===== src/rtl/uart_tx.sv =====
// 8N1 UART transmitter with a small input FIFO; queued bytes go out back-to-back.
// The line is driven from a flop that is loaded with the next bit value on each state change.
module uart_tx #(
    parameter logic [9:0]  DIV_CNT = 10'd867,
    parameter int unsigned FIFO_AW = 2
) (
    input  logic       clk,
    input  logic       rst,
    input  logic       tx_vld,
    input  logic [7:0] tx_data,
    output logic       tx_rdy,
    output logic       tx,
    output logic       tx_busy,
    output logic       tx_done
);

    localparam int unsigned DEPTH = 1 << FIFO_AW;
    localparam logic [FIFO_AW:0] FULL = (FIFO_AW + 1)'(DEPTH);

    typedef enum logic [1:0] {StIdle, StStart, StData, StStop} state_e;

    state_e             state;
    logic [7:0]         mem [DEPTH];
    logic [FIFO_AW-1:0] wr_ptr;
    logic [FIFO_AW-1:0] rd_ptr;
    logic [FIFO_AW:0]   count;
    logic [9:0]         div_cnt;
    logic [2:0]         bit_cnt;
    logic [7:0]         shift;

    logic div_end;
    logic fifo_nonempty;
    logic push;
    logic pop;

    assign div_end       = (div_cnt == DIV_CNT);
    assign fifo_nonempty = (count != '0);
    assign tx_rdy        = (count != FULL);
    assign push          = tx_vld && tx_rdy;
    // The FSM only pops from IDLE or on the final stop-bit cycle.
    assign pop           = fifo_nonempty && ((state == StIdle) || ((state == StStop) && div_end));
    assign tx_busy       = (state != StIdle) || fifo_nonempty;
    assign tx_done       = (state == StStop) && div_end;

    always_ff @(posedge clk or posedge rst) begin
        if (rst) begin
            wr_ptr <= '0;
            rd_ptr <= '0;
            count  <= '0;
        end else begin
            if (push) begin
                wr_ptr <= wr_ptr + 1'b1;
            end
            if (pop) begin
                rd_ptr <= rd_ptr + 1'b1;
            end
            if (push && !pop) begin
                count <= count + 1'b1;
            end else if (pop && !push) begin
                count <= count - 1'b1;
            end
        end
    end

    always_ff @(posedge clk) begin
        if (push) begin
            mem[wr_ptr] <= tx_data;
        end
    end

    always_ff @(posedge clk or posedge rst) begin
        if (rst) begin
            state   <= StIdle;
            tx      <= 1'b1;
            div_cnt <= '0;
            bit_cnt <= '0;
            shift   <= '0;
        end else begin
            case (state)
                StIdle: begin
                    div_cnt <= '0;
                    tx      <= 1'b1;
                    if (fifo_nonempty) begin
                        shift   <= mem[rd_ptr];
                        bit_cnt <= '0;
                        tx      <= 1'b0;
                        state   <= StStart;
                    end
                end
                StStart: begin
                    if (div_end) begin
                        div_cnt <= '0;
                        tx      <= shift[0];
                        state   <= StData;
                    end else begin
                        div_cnt <= div_cnt + 1'b1;
                    end
                end
                StData: begin
                    if (div_end) begin
                        div_cnt <= '0;
                        shift   <= {1'b0, shift[7:1]};
                        bit_cnt <= bit_cnt + 1'b1;
                        if (bit_cnt == 3'd7) begin
                            tx    <= 1'b1;
                            state <= StStop;
                        end else begin
                            tx <= shift[1];
                        end
                    end else begin
                        div_cnt <= div_cnt + 1'b1;
                    end
                end
                StStop: begin
                    if (div_end) begin
                        div_cnt <= '0;
                        if (fifo_nonempty) begin
                            shift   <= mem[rd_ptr];
                            bit_cnt <= '0;
                            tx      <= 1'b0;
                            state   <= StStart;
                        end else begin
                            state <= StIdle;
                        end
                    end else begin
                        div_cnt <= div_cnt + 1'b1;
                    end
                end
                default: begin
                    state <= StIdle;
                    tx    <= 1'b1;
                end
            endcase
        end
    end

endmodule


===== config.mk =====
export PLATFORM = sky130hd
export DESIGN_NAME = uart_tx
export DESIGN_NICKNAME = d
export VERILOG_FILES = /design/src/rtl/uart_tx.sv
export SDC_FILE = /design/constraint.sdc
export NUM_CORES = 1
export LEC_CHECK = 0
export ABC_AREA = 1
export CAP_MARGIN = 40
export CORE_UTILIZATION = 30
export DETAILED_ROUTE_END_ITERATION = 16
export MAX_ROUTING_LAYER = met4
export PLACE_DENSITY = 0.43
export SLEW_MARGIN = 20
export SYNTH_ARGS = -nofsm -noshare
export SYNTH_HDL_FRONTEND = slang
export SYNTH_SLANG_ARGS = --single-unit

===== constraint.sdc =====
create_clock -name clk -period 3.4 [get_ports clk]
set_clock_uncertainty 0.1 [all_clocks]
set_input_delay 0.68 -clock clk [delete_from_list [all_inputs] [get_ports clk]]
set_output_delay 0.68 -clock clk [all_outputs]
set_load 0.01 [all_outputs]

Wiring heat map:
Bar = 20 um. 20 x 20 tiles, from black (low) to pale yellow (high), scaled to the fullest tile. Values are wire area over tile area, all layers added.
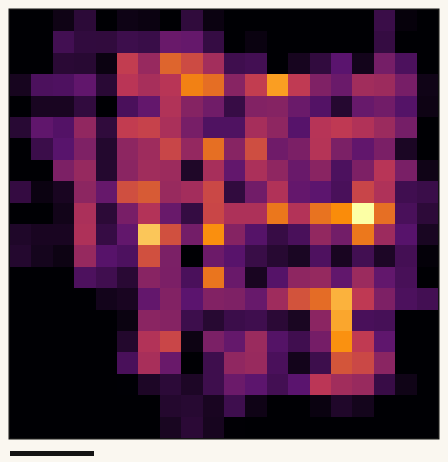
emptiest ninth of the die: bottom left
nearly empty tiles: 26%
densest ninth of the die: middle
wire length per cell: 12.38 um
total number of vias: 2066
GRT Overall Usage: 13.55%
post-detailed-routing wire length: 5854 um

Placement by cell class:
Fill, decap, tap and diode cells in gray.
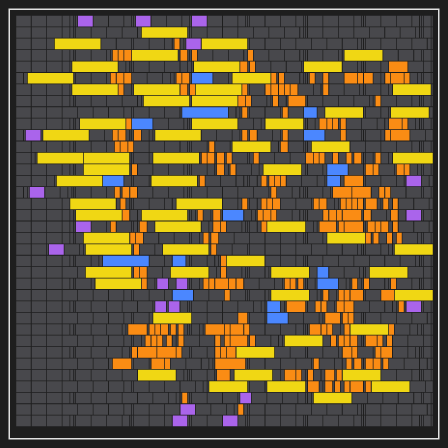
legend:
  clock drivers and dummy loads:
    color: blue
    cells: 16
    share_of_their_area: 6.7%
  flip-flops:
    color: yellow
    cells: 63
    share_of_their_area: 52%
  all other logic:
    color: orange
    cells: 242
    share_of_their_area: 36%
  other buffers and delay cells:
    color: purple
    cells: 19
    share_of_their_area: 5.3%
Final Cell Area: 0.003525 mm^2
row count: 36
Core ar.: 0.009729 mm^2
final core occ: 36.23%
flop share of the area: 49.31%

Where the registers sit:
Other sequential cells in the stronger gray, the rest of the logic in the fainter gray.
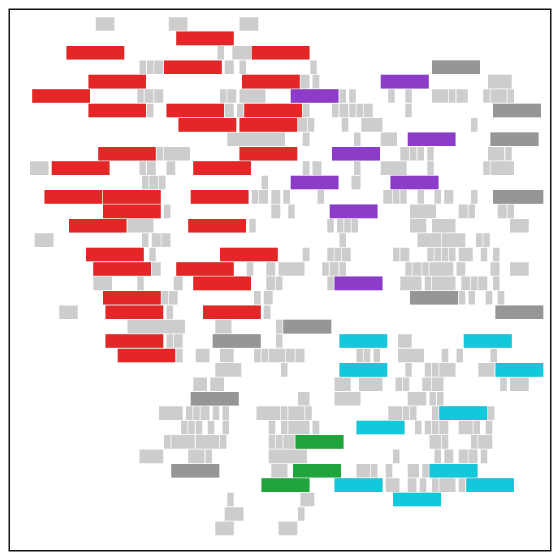
legend:
  mem:
    color: red
    placed_flops: 32
  count:
    color: green
    placed_flops: 3
  shift:
    color: purple
    placed_flops: 8
  div_cnt:
    color: cyan
    placed_flops: 10
    where: bottom right
Reg area: 0.001738 mm^2
Seq group: 961 uW

Placed standard cells:
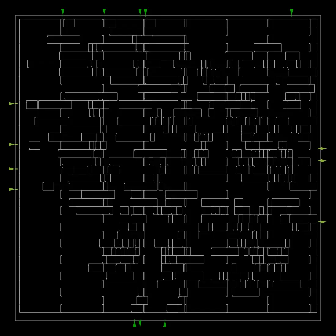
flip-flops: 63
Filler Cell Count: 1009
final non-filler cell total: 473
Well Taps: 133

Close-up of the layout:
Bar = 20 um. Window x 0 to 50, y 0 to 50 um. Cells in gray, sequential cells in the stronger gray; small squares are vias.
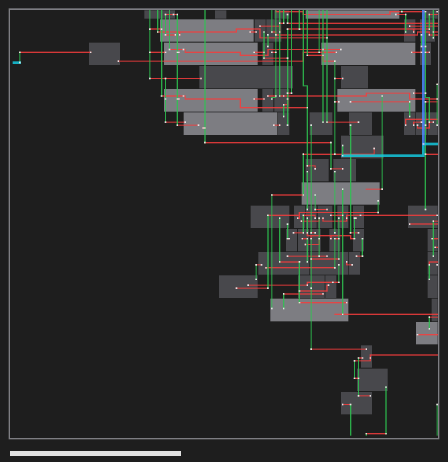
legend:
  met2:
    color: green
  met1:
    color: red
  met3:
    color: cyan
  met4:
    color: blue
most frequent: nand2_1 (11), inv_1 (8)
sequential cells in the window: 8
cells with their middle in the window: 51
netlist names of flops here include: mem (5), wr_ptr (2)

==> out/results.tsv <==
metric	value	unit
cts_sinks	63	
gp_congestion	0.7254	
buf_share	5.041	%
power_leakage	1.534	nW
largest_cell_class	registers	
p_total	2.004	mW
maxSlewHeadroom	58.59	%
io_buffers	14	
p_comb_share	14.8	%
cts_tree	built	
final-clk-cell-share	6.425	%
comb_area_share	31.42	%
logic_gate_count	213	
n_all_buffers	19	
fin_ws	723.0	ps
die-area	0.01039	mm^2
crit_end	tx_done	
timing.rr.end	count[1]	
dr.pass1.iters	6	
syn_area	0.002995	mm^2
dpl_cell_area	0.003298	mm^2
cp_num_cells	6	
slowest_delay	520	ps
cp-start-kind	flip-flop	
mostFrequentLayoutCells	nand2_1 (100), nand3_1 (37), edfxtp_1 (32)	
finalMaxSlewViolations	0	
highest_layer	met4	
ant_nets	0	
status	completed	
edf_count	32	
inverters	29	
drive_gt1_share	10.00	%
top_logic_kind	simple AND/OR/NAND/NOR gates	
synth_nets	337	
avgSynthCellArea	9.601	um^2
min_to	div_cnt[0]	
No activity file was given, so power comes from the tool's default toggle rates.
